run_1/pins.png
Scale: 4 px per µm. Pins as bars across the die edge, other pins in grey.
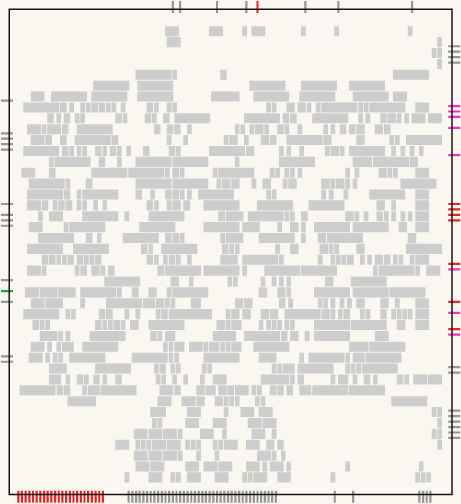
run_1/port_nets.png
Scale: 2 px per µm.
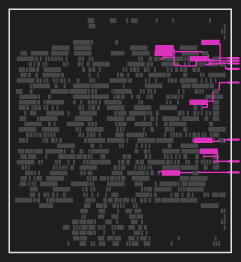
run_1/gate_families.png
Scale: 4 px per µm.
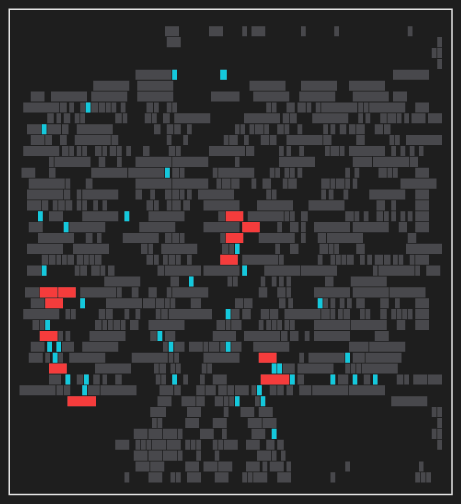
run_1/drive_strength.png
Scale: 4 px per µm.
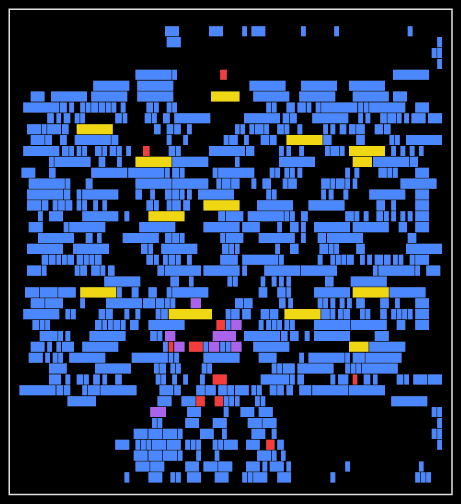
Design uart_io_controller_flat, sky130hd; sources not shown.
==> metrics.cfg, run 1 <==
[final_timing]
setup_ws_ps = 186
worstMarginPinSlew_ps = 787
slew_headroom_pct = 47.5

[synth]
syn_avg_cell_area_um2 = 8.12
edf_count = 0
async_flop_share_pct = 100
synth-warning-count = 0
synth_area_mm2 = 0.00460
synth_cells = 566

[global_route]
antenna_found_initial = 0
track_usage_pct = 17.8
overflow = 0

[setup_path]
cp-end-kind = output pin
startpoint_type = input pin
cpPeakStageDelay_ps = 530
critPathRequiredTime_ps = 2810
critical_path_class = in2out
cp_max_fo = 3
crit_family = buffers and inverters

[route]
routed_wl_mm = 11.0
detail-route-antenna-nets = 0
routed_via_density = 4.92
first_iter_violations = 295
vias = 3881

[cts]
clkSlewWorstSetupHoldPaths_ps = 60
cts.sinks = 90

[outcome]
outcome = finished clean

[placement]
pre_cts_ws_ps = 113

[run]
maxCapViolCount = 0

[layout]
layout_top_cells = nand2_1 (135), dfrtp_1 (90), nor2_1 (86)
final.fill_count = 1183
layout-drive-gt1-share_pct = 4.88
nets = 720

[worst_hold_path]
min_path_type = reg2reg

[power]
powerDensity_mw_per_mm2 = 628

About pins.png:
- `bus_WriteData`: red (pins 32; direction input; edge 24 south, 7 east, 1 north)
- `bus_IORead`: green (pins 1; direction input; edge west)
- `bus_UartDataIn`: magenta (pins 8; direction output; edge east)
DIE HEIGHT: 121 µm
buffers added on ports: 71
die x size: 110 µm

About port_nets.png:
- `bus_UartDataIn`: magenta (bits 8; direction output; end cells 8; buffers 8; wire 204 µm)
Top-Level Pins: 120

About gate_families.png:
- inverters: cyan (cells 37; most used inv_1)
- adder and majority cells: red (cells 12; most used ha_1)
Non-Filler Instances: 789
logic share of the area: 35.3%
Commonest Layout Cell: nand2_1

About drive_strength.png:
- drive 2: red (cells 10; share 1.6%)
- drive 6 and up: yellow (cells 13; share 2.0%; most used clkbuf_16)
- drive 3 to 4: purple (cells 8; share 1.3%; most used buf_4)
- drive 1 or less: blue (cells 604; share 95%; most used nand2_1)
Syn-to-layout area delta: 23.1%
final instance area: 0.00566 mm²

[run 1: metrics by stage]
stage	area (µm²)	instances	util (%)	hold slack, ps
6_report	5660	789	46.8	403
2_1_floorplan	4680	589	-	367
5_1_grt	5660	789	46.8	426
3_3_place_gp	5350	773	44.3	378
4_1_cts	5650	789	46.8	396
3_5_place_dp	5350	773	44.3	388
[run 1: power breakdown]
group	total (W)	internal, W	switching, W
Clock	0.000945	0.000579	0.000366
Combinational	0.00108	0.000456	0.000627
Sequential	0.00152	0.00131	0.000216
[run 1: routing by layer]
metal | GRT usage [%] | vias to the layer above | part of all wire, %
met5 | 0 | - | 0
met4 | 4.77 | 0 | 0.85
met3 | 4.67 | 11 | 5.5
met2 | 30.0 | 105 | 49
met1 | 22.4 | 1830 | 44
li1 | - | 1935 | -
[run 1: kinds of logic after synthesis]
| logic type | after synthesis | share of synthesized area (%) |
|---|---|---|
| XOR/XNOR | 7 | 1.33 |
| AND/OR/NAND/NOR | 279 | 26.0 |
| flip-flops | 90 | 49.0 |
| AND-OR/OR-AND | 92 | 10.4 |
| adder cells (fa/ha/maj) | 12 | 3.59 |
| buffers and inverters | 85 | 9.58 |
| other | 1 | 0.0816 |
[run 1: area by class of cell]
| type | count | area (µm²) | area share (%) |
|---|---|---|---|
| Clock buffer | 14 | 264 | 4.67 |
| Multi-Input combinational cell | 414 | 2000 | 35.3 |
| Clock inverter | 2 | 35.0 | 0.619 |
| Timing Repair Buffer | 78 | 776 | 13.7 |
| Inverter | 37 | 140 | 2.48 |
| Tap cell | 154 | 193 | 3.40 |
| Sequential cell | 90 | 2250 | 39.8 |
[run 1: what timing repair did]
action,in CTS,in global routing
endpoints found under the hold margin,0,0
setup endpoints to repair,0,6
buffers inserted,0,0
resized,0,3
run_1/final_placement.png
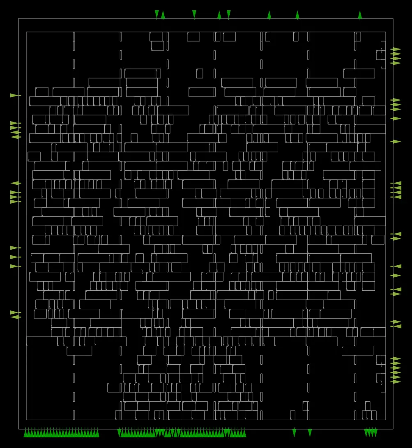

==> run 2: changes to the inputs <==
--- a/config.mk
+++ b/config.mk
@@ -7,11 +7,14 @@
 export LEC_CHECK = 0
 export ABC_AREA = 1
 export CAP_MARGIN = 10
+export CELL_PAD_IN_SITES_DETAIL_PLACEMENT = 1
+export CELL_PAD_IN_SITES_GLOBAL_PLACEMENT = 2
 export CORE_ASPECT_RATIO = 1.1
 export CORE_MARGIN = 2
-export CORE_UTILIZATION = 37
+export CORE_UTILIZATION = 28
 export CTS_CLUSTER_SIZE = 24
 export DETAILED_ROUTE_END_ITERATION = 7
+export PLACE_DENSITY_LB_ADDON = 0.1
 export SYNTH_ARGS = -nofsm -noshare
 export SYNTH_HDL_FRONTEND = slang
 export SYNTH_SLANG_ARGS = --single-unit
run_2/final_placement.png
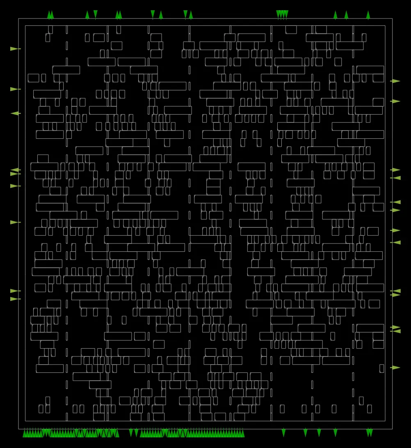
post-layout util: 35.6%
Non-Filler Instances: 843
fill count: 1961

run_2/pins.png
Scale: 3 px per µm. Pins as bars across the die edge, other pins in grey.
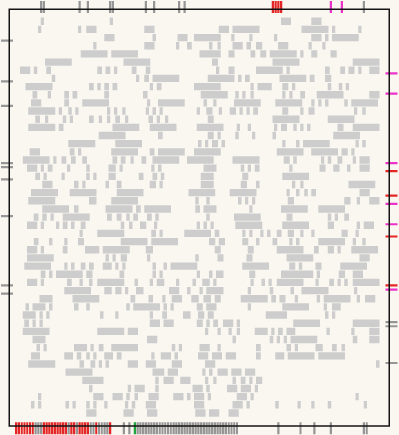
- `bus_IORead`: green (pins 1; direction input; edge south)
- `bus_WriteData`: red (pins 32; direction input; edge 24 south, 4 north, 4 east)
- `bus_UartDataIn`: magenta (pins 8; direction output; edge 6 east, 2 north)
die x size: 126 µm
DIE HEIGHT: 138 µm

run_2/drive_strength.png
Scale: 3 px per µm.
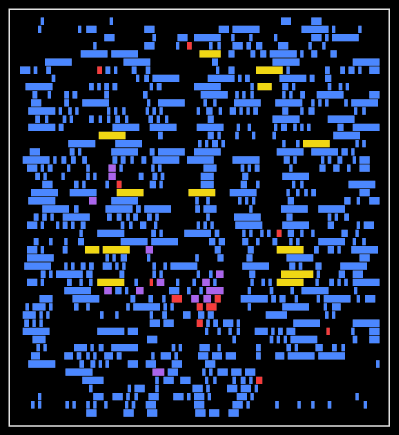
- drive 6 and up: yellow (cells 13; share 2.0%; most used clkbuf_16)
- drive 1 or less: blue (cells 601; share 94%; most used nand2_1)
- drive 2: red (cells 12; share 1.9%; most used clkinv_2)
- drive 3 to 4: purple (cells 13; share 2.0%; most used buf_4)
final instance area: 0.00576 mm²
Syn-to-layout area delta: 25.2%
Final WS setup: 144 ps
bufs w/o clock: 82

==> run 2 against run 1 <==
Effect of this change:
- critical path depth unchanged
- via count up 1.3%
- largest cell class unchanged
- die area up 31%
- combinational power about the same
- non-clock buffer count up 4
- synthesized area unchanged
==> metrics.cfg, run 2 <==
[route]
routed_wl_mm = 13.1  ; +19%
detail-route-antenna-nets = 0  ; unchanged
vias = 3930  ; +1.3%
first_iter_violations = 175  ; -41%
routed_via_density = 4.66  ; -5.2%
wl_per_cell_um = 15.6

[setup_path]
cp-end-kind = output pin
critical_path_class = in2out
critPathRequiredTime_ps = 2810  ; about the same
cp_max_fo = 3  ; unchanged
startpoint_type = input pin

[final_timing]
hold_ws_ps = 394  ; -8.81 ps
worstMarginPinSlew_ps = 804  ; +17.4 ps
slew_headroom_pct = 46.3  ; -1.2 points

[synth]
edf_count = 0  ; unchanged
syn_avg_cell_area_um2 = 8.12  ; unchanged
synth_area_mm2 = 0.00460  ; unchanged
topCellsByArea = dfrtp_1 (49%), nand2_1 (11%), o21ai_0 (7.7%), nor2_1 (7.1%), nand4_1 (5.3%)
synth-warning-count = 0  ; unchanged
async_flop_share_pct = 100  ; unchanged
ys_seq_share_pct = 49.0
synth_cells = 566  ; unchanged

[power]
combPwrFrac_pct = 30.7  ; +0.2 points
clockPowerShare_pct = 27.1  ; +0.5 points
p_int_w = 0.00234  ; about the same
switching_share_pct = 35.2  ; +1.2 points
seqPwrFrac_pct = 42.2  ; -0.7 points
powerDensity_mw_per_mm2 = 628  ; about the same
p_sw_w = 0.00127  ; +5.4%

[placement]
port_buffers = 71  ; unchanged
placed_area_mm2 = 0.00545  ; +1.7%
placed_cells = 827  ; +7.0%
pre_cts_ws_ps = 48.3  ; -65.2 ps

[layout]
layout_top_cells = nand2_1 (135), dfrtp_1 (90), nor2_1 (86)
layout-drive-gt1-share_pct = 5.95  ; +1.1 points
nets = 724  ; +0.56%
lay_top_count = nand2_1
antennaDiodeCount = 0

[global_route]
grt-busiest-layer = met2
overflow = 0  ; unchanged
gr-usage-met3_pct = 2.36  ; -2.3 points
met1_usage_pct = 19.7  ; -2.7 points
track_usage_pct = 15.7  ; -2.1 points
antenna_found_initial = 0  ; unchanged

[cts]
clkSlewWorstSetupHoldPaths_ps = 60  ; about the same
cts.sinks = 90  ; unchanged

[floorplanning]
floorplan.io_pins = 120  ; unchanged

[run]
maxCapViolCount = 0  ; unchanged

[outcome]
outcome = finished clean

[worst_hold_path]
min_path_type = reg2reg

run 2: power groups by stage:
stage	registers (W)	clock network (W)	logic, W
finish	0.00153	0.000981	0.00111
global route	0.00157	0.00106	0.00130
CTS	0.00153	0.00102	0.00114
detailed placement	0.00155	0	0.00114
global placement	0.00154	0	0.00110
floorplan	0.00145	0	0.000794
run 2: what timing repair did:
action,in CTS,in global routing
buffers inserted,0,0
gates resized,0,3
endpoints found under the setup margin,0,7
run 2: worst max-delay path: stages:
cell	delay, ps
clkdlybuf4s50_1	410
nor2_1	110
nand2_1	50
nor2_1	180
nand2_2	110
buf_4	160
nor2_1	160
nand2_1	80
a21oi_1	160
clkdlybuf4s50_1	540
run 2: per-layer routing:
| layer | wire length [µm] | vias up |
|---|---|---|
| li1 | - | 1946 |
| met1 | 5910 | 1943 |
| met2 | 6830 | 31 |
| met3 | 242 | 10 |
| met4 | 141 | 0 |
| met5 | 0 | - |
run 2: cell type report:
type	instances	area, µm²
Clock inverter	5	52.6
Fill cell	1961	10400
Timing Repair Buffer	82	806
Tap cell	204	255
Clock buffer	11	253
Inverter	37	140
Sequential cell	90	2250
Multi-Input combinational cell	414	2000
run 2: through the flow:
stage	total power, W	setup TNS (ps)
2_1_floorplan	0.00224	0
3_3_place_gp	0.00263	0
3_5_place_dp	0.00268	0
4_1_cts	0.00369	0
5_1_grt	0.00393	-22.9
6_report	0.00362	0
run 2: logic make-up (layout without fill, tap and decap cells):
logic type / count (synthesis) / after routing / share of synthesized area, %
AND-OR/OR-AND: 92 / 92 / 10.4
XOR/XNOR: 7 / 7 / 1.33
adder cells (fa/ha/maj): 12 / 12 / 3.59
buffers and inverters: 85 / 135 / 9.58
flip-flops: 90 / 90 / 49.0
other: 1 / 24 / 0.0816
AND/OR/NAND/NOR: 279 / 279 / 26.0
Power and IR drop assume default switching activity.
